Run 1, sequential cells colored by netlist name:
(8 px per um)
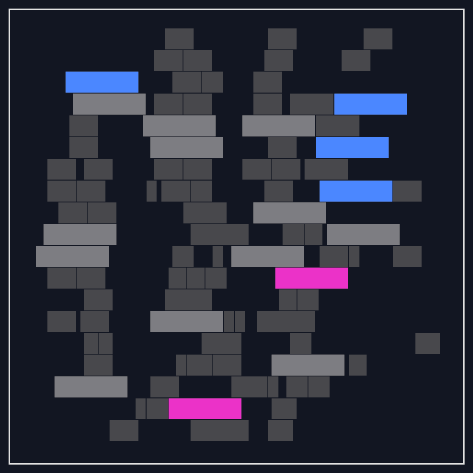
Run 1, M2 wires:
(4 px per um)
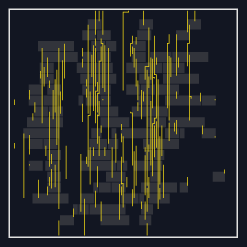
Run 1, I/O nets highlighted:
(8 px per um)
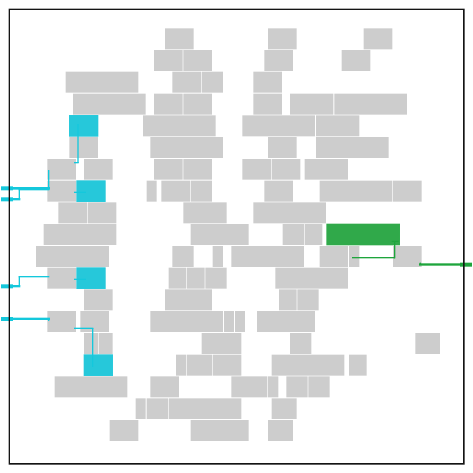
Design serial_subtractor, sky130hd; sources not shown.
==> results_slide.txt, run 1 <==
Implementation Results

CTS
  • CTS resizes: 2
  • Post-CTS Setup Repair Bufs: 0
  • CTS tree: done
  • Clock-pin slew on the worst setup and hold paths: 110 ps

Global routing
  • Global-route wire length before repair: 3100 um
  • M1 GR Usage: 13.7%
  • Vias in the first global route: 703
  • Largest net degree at the start of global routing: 19
  • Met3 usage: 2.07%

Pwr
  • Sw frac: 36.9%
  • Pwr Total: 1.90 mW
  • Comb. pwr: 947 uW
  • Power density over the cells: 1550 nW/um^2
  • Psw: 699 uW

Finish
  • Non-filler cells, final: 127
  • Fill cells: 269
  • Invs w/o clock: 7
  • Top cell category: multi-input combinational cells
  • CLK BUF: 4
  • Diodes inserted: 0
  • Logic area: 462 um^2
  • Buffering overhead: 17.2%
  • #MultiIn Comb: 46
  • Layout area overhead: 26.2%
  • FFs & Latches: 18

Routing
  • Iteration-0 DRC Markers: 0
  • Drt wl/cell: 13.7 um
  • WL met3: 45 um

Floorplanning
  • Die H: 56.6 um
  • Die Width: 56.6 um
  • Row count: 19
  • Fp_density: 36.1%

Critical path
  • Stages on the worst setup path: 1
  • Cell Chain, Critical Path: clkdlybuf4s50_1
  • CP arrival: 1290 ps
  • Critical Path Max Stage Delay: 610 ps
  • Crit Path Category: reg2out
  • Worst setup SP type: register
  • Buffers & Inverters on Critical Path: 1
  • Setup slack, reg-to-reg: 340 ps

Yosys
  • Synth Seq Share: 46.5%
  • Yosys top cell by area: dfrtp_1
  • XORs/XNORs by Area: 0%
  • Mapped Nets: 88
  • Yosys cell count: 75
  • Post-synth ARST share: 100%
  • Count of library flops with an enable pin: 0
  • Registers, synthesis: 18
  • Most numerous cell in the Yosys netlist: mux2i_1
  • Synthesized area: 970 um^2

Timing
  • FMAX: 536 MHz
  • Slew margin rel.: 84.1%
  • Final TNS setup: 0 ps
  • Fin Hold WS: 184 ps

Flow run
  • Log Warnings: 26

Run status
  • Status: finished clean

Place
  • Dpl cells: 123
  • DP Area: 1190 um^2
-- 'sequential cells colored by netlist name' (at the start) --
[cnt] magenta | sequential cells: 2
[diff] blue | sequential cells: 4
Finished Core Util: 45.6%
P_seq: 707 uW
Register Area: 450 um^2
register fraction of the total cell area: 36.8%

-- 'M2 wires' (at the start) --
main direction: vertical
share of all routed wire: 54%
wire length on this layer: 942 um
nets with wire on the layer: 97
longest straight run: 40.1 um
routed wire length: 1740 um
Vias: 623
GRT met2 Usage: 23.4%

-- 'I/O nets highlighted' (at the start) --
[borrow] green | direction: output | end cells: 1 | buffers: 1 | wire: 12.9 um
[b] cyan | direction: input | end cells: 4 | buffers: 4 | wire: 37.3 um
PortBufs: 17
num ports: 18

==> run 2: changes to the inputs <==
--- a/config.mk
+++ b/config.mk
@@ -5,6 +5,7 @@
 export SDC_FILE = /design/constraint.sdc
 export NUM_CORES = 1
 export LEC_CHECK = 0
+export ABC_CLOCK_PERIOD_IN_PS = 1900
 export CORE_MARGIN = 2
 export CORE_UTILIZATION = 35
 export DETAILED_ROUTE_END_ITERATION = 6
Run 2, M2 wires:
(4 px per um)
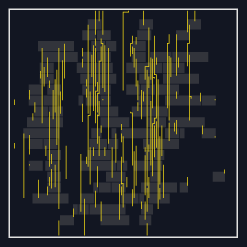

Run 2, gate families picked out:
(8 px per um)
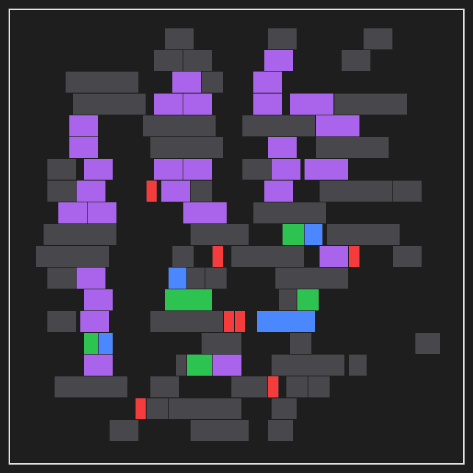
[NAND gates] blue | cells: 4 | most used: nand2b_1
[inverting AOI/OAI gates] green | cells: 5
[inverters] red | cells: 7 | most used: inv_1
[multiplexers] purple | cells: 28 | most used: mux2i_1
most numerous logic cell after layout: mux2i_1
Comb area share: 37.7%
non-filler cells, final: 127

==> results_slide.txt, run 2 <==
Implementation Results

Global routing
  • GRT met2 Usage: 23.4%
  • Largest net degree at the start of global routing: 19
  • Vias in the first global route: 703
  • M1 GR Usage: 13.7%
  • Global-route wire length before repair: 3100 um
  • Met3 usage: 2.07%

Run status
  • Status: finished clean

Finish
  • Diodes inserted: 0
  • Top cells excl fill/tap: mux2i_1, dfrtp_1, clkdlybuf4s50_1
  • Register fraction of the total cell area: 36.8%
  • Invs w/o clock: 7
  • Fill cells: 269
  • Logic area: 462 um^2
  • Top cell category: multi-input combinational cells
  • #MultiIn Comb: 46
  • Finished Core Util: 45.6%
  • CLK BUF: 4
  • Buffering overhead: 17.2%
  • Register Area: 450 um^2
  • Layout area overhead: 26.2%
  • FFs & Latches: 18

Pwr
  • Pwr Total: 1.90 mW
  • Sw frac: 36.9%
  • Psw: 699 uW
  • P_seq: 707 uW
  • Power density over the cells: 1550 nW/um^2
  • Comb. pwr: 947 uW

Yosys
  • Post-synth ARST share: 100%
  • Mapped Nets: 88
  • Most numerous cell in the Yosys netlist: mux2i_1
  • Registers, synthesis: 18
  • Synthesized area: 970 um^2
  • Main flop type: dfrtp_1
  • Yosys cell count: 75
  • Count of library flops with an enable pin: 0
  • XORs/XNORs by Area: 0%
  • Yosys top cell by area: dfrtp_1
  • Synth Seq Share: 46.5%

Floorplanning
  • Die Width: 56.6 um
  • Row count: 19
  • Num ports: 18
  • Die H: 56.6 um
  • Placeable Area: 2690 um^2

Critical path
  • Buffers & Inverters on Critical Path: 1
  • Stages on the worst setup path: 1
  • Worst setup SP type: register
  • Critical Path Max Stage Delay: 610 ps
  • Crit Path Category: reg2out
  • CP arrival: 1290 ps
  • Critical path's top delay family: buffers and inverters
  • Cell Chain, Critical Path: clkdlybuf4s50_1
  • Setup slack, reg-to-reg: 340 ps

Routing
  • Iteration-0 DRC Markers: 0
  • Vias: 623
  • Routed wire length: 1740 um
  • Routed Antenna Nets: 0
  • WL met3: 45 um
  • Drt wl/cell: 13.7 um

CTS
  • CTS tree: done
  • CTS sink cnt: 18
  • CTS resizes: 2
  • Max clock buf depth: 2
  • Num CTS Buffers: 3
  • Clock-pin slew on the worst setup and hold paths: 110 ps
  • Post-CTS Setup Repair Bufs: 0
  • Post-CTS Hold Fix Bufs: 0

Min path
  • HP Class: in2async

Timing
  • Slew margin rel.: 84.1%
  • Tmin final: 1870 ps
  • Fin Hold WS: 184 ps
  • Final TNS setup: 0 ps
  • FMAX: 536 MHz

Place
  • DP Area: 1190 um^2
  • Dpl cells: 123
  • PortBufs: 17

Flow run
  • Log Warnings: 26
==> run 3: changes to the inputs <==
--- a/config.mk
+++ b/config.mk
@@ -7,7 +7,7 @@
 export LEC_CHECK = 0
 export ABC_CLOCK_PERIOD_IN_PS = 1900
 export CORE_MARGIN = 2
-export CORE_UTILIZATION = 35
+export CORE_UTILIZATION = 40
 export DETAILED_ROUTE_END_ITERATION = 6
 export SLEW_MARGIN = 10
 export SYNTH_ARGS = -nofsm -noshare
Run 3, M2 wires:
(4 px per um)
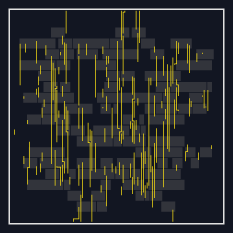
GRT met2 Usage: 24.7%
Vias: 634
routed wire length: 1610 um

Run 3, I/O nets highlighted:
(10 px per um)
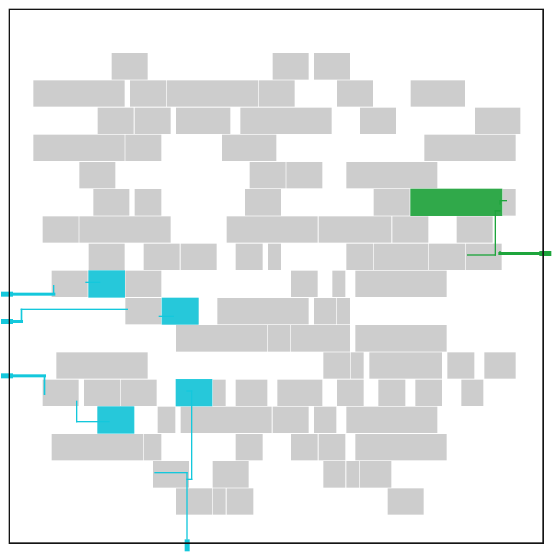
[borrow] green | direction: output | end cells: 1 | buffers: 1 | wire: 12.7 um
[b] cyan | direction: input | end cells: 4 | buffers: 4 | wire: 49.7 um

==> results_slide.txt, run 3 <==
Implementation Results

Run status
  • Status: finished clean

Timing
  • Tmin final: 1840 ps
  • Slew margin rel.: 84.3%
  • FMAX: 545 MHz
  • Final TNS setup: 0 ps
  • Fin Hold WS: 195 ps

Global routing
  • Vias in the first global route: 645
  • Global-route wire length before repair: 2810 um
  • Largest net degree at the start of global routing: 19
  • M1 GR Usage: 16.7%

Yosys
  • Post-synth ARST share: 100%
  • Synth top cells by count: mux2i_1, dfrtp_1, inv_1
  • Yosys top cell by area: dfrtp_1
  • Count of library flops with an enable pin: 0
  • Most numerous cell in the Yosys netlist: mux2i_1
  • Registers, synthesis: 18
  • Mapped Nets: 88
  • Synthesized area: 970 um^2
  • Main flop type: dfrtp_1
  • XORs/XNORs by Area: 0%

Pwr
  • Power density over the cells: 1520 nW/um^2
  • Clock share of power: 9.9%
  • Sw frac: 36.7%
  • P_seq: 705 uW
  • Comb. pwr: 957 uW
  • Psw: 676 uW
  • Pwr Total: 1.84 mW

Place
  • DP Area: 1190 um^2
  • PortBufs: 17
  • Dpl cells: 122

Critical path
  • Crit Path Category: reg2out
  • Critical Path Max Stage Delay: 610 ps
  • CP arrival: 1260 ps
  • Setup slack, reg-to-reg: 340 ps
  • Buffers & Inverters on Critical Path: 1
  • Worst setup SP type: register
  • Critical path's top delay family: buffers and inverters
  • Stages on the worst setup path: 1
  • Cell Chain, Critical Path: clkdlybuf4s50_1

Floorplanning
  • Num ports: 18
  • Row count: 17
  • Fp_density: 43.0%
  • Die H: 53.2 um
  • Die area: 2830 um^2
  • Placeable Area: 2250 um^2

Routing
  • Post-Route M1 WL: 775 um
  • Routed Antenna Nets: 0
  • WL met3: 60 um
  • Iteration-0 DRC Markers: 6
  • Drt wl/cell: 12.9 um

Finish
  • Layout area overhead: 25.0%
  • Finished Core Util: 53.8%
  • Register fraction of the total cell area: 37.2%
  • Logic area: 462 um^2
  • Comb area share: 38.1%
  • Diodes inserted: 0
  • Top cell category: multi-input combinational cells
  • FFs & Latches: 18
  • #MultiIn Comb: 46
  • Buffering overhead: 17.9%
  • Most numerous logic cell after layout: mux2i_1
  • Top cells excl fill/tap: mux2i_1, dfrtp_1, clkdlybuf4s50_1
  • Invs w/o clock: 7
  • Fill cells: 202
  • Share of layout cells above drive strength 1: 15.5%

CTS
  • Max clock buf depth: 2
  • CTS resizes: 2
  • CTS sink cnt: 18
  • Post-CTS Hold Fix Bufs: 0
  • Post-CTS Setup Repair Bufs: 0
  • Clock-pin slew on the worst setup and hold paths: 100 ps
  • Num CTS Buffers: 3

Flow run
  • Log Warnings: 26

## Gallery

Congestion heat map.
picture 1
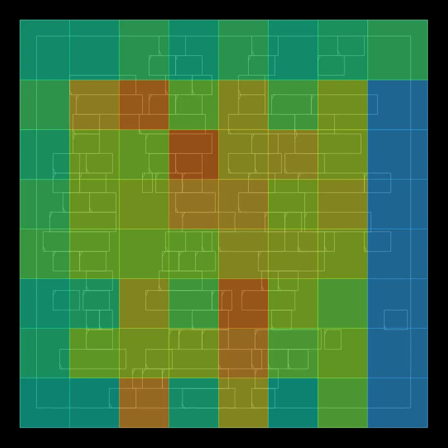
picture 2
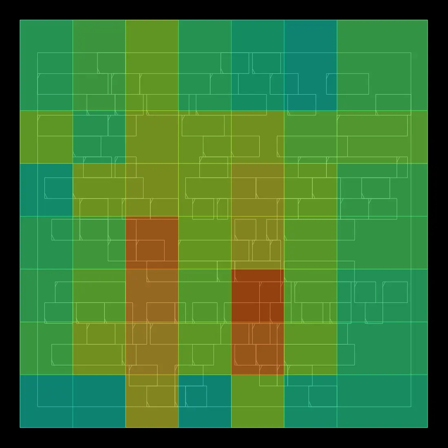
| from | picture |
|---|---|
| run 3 | picture 2 |
| run 1 | picture 1 |

Power and IR drop assume default switching activity.
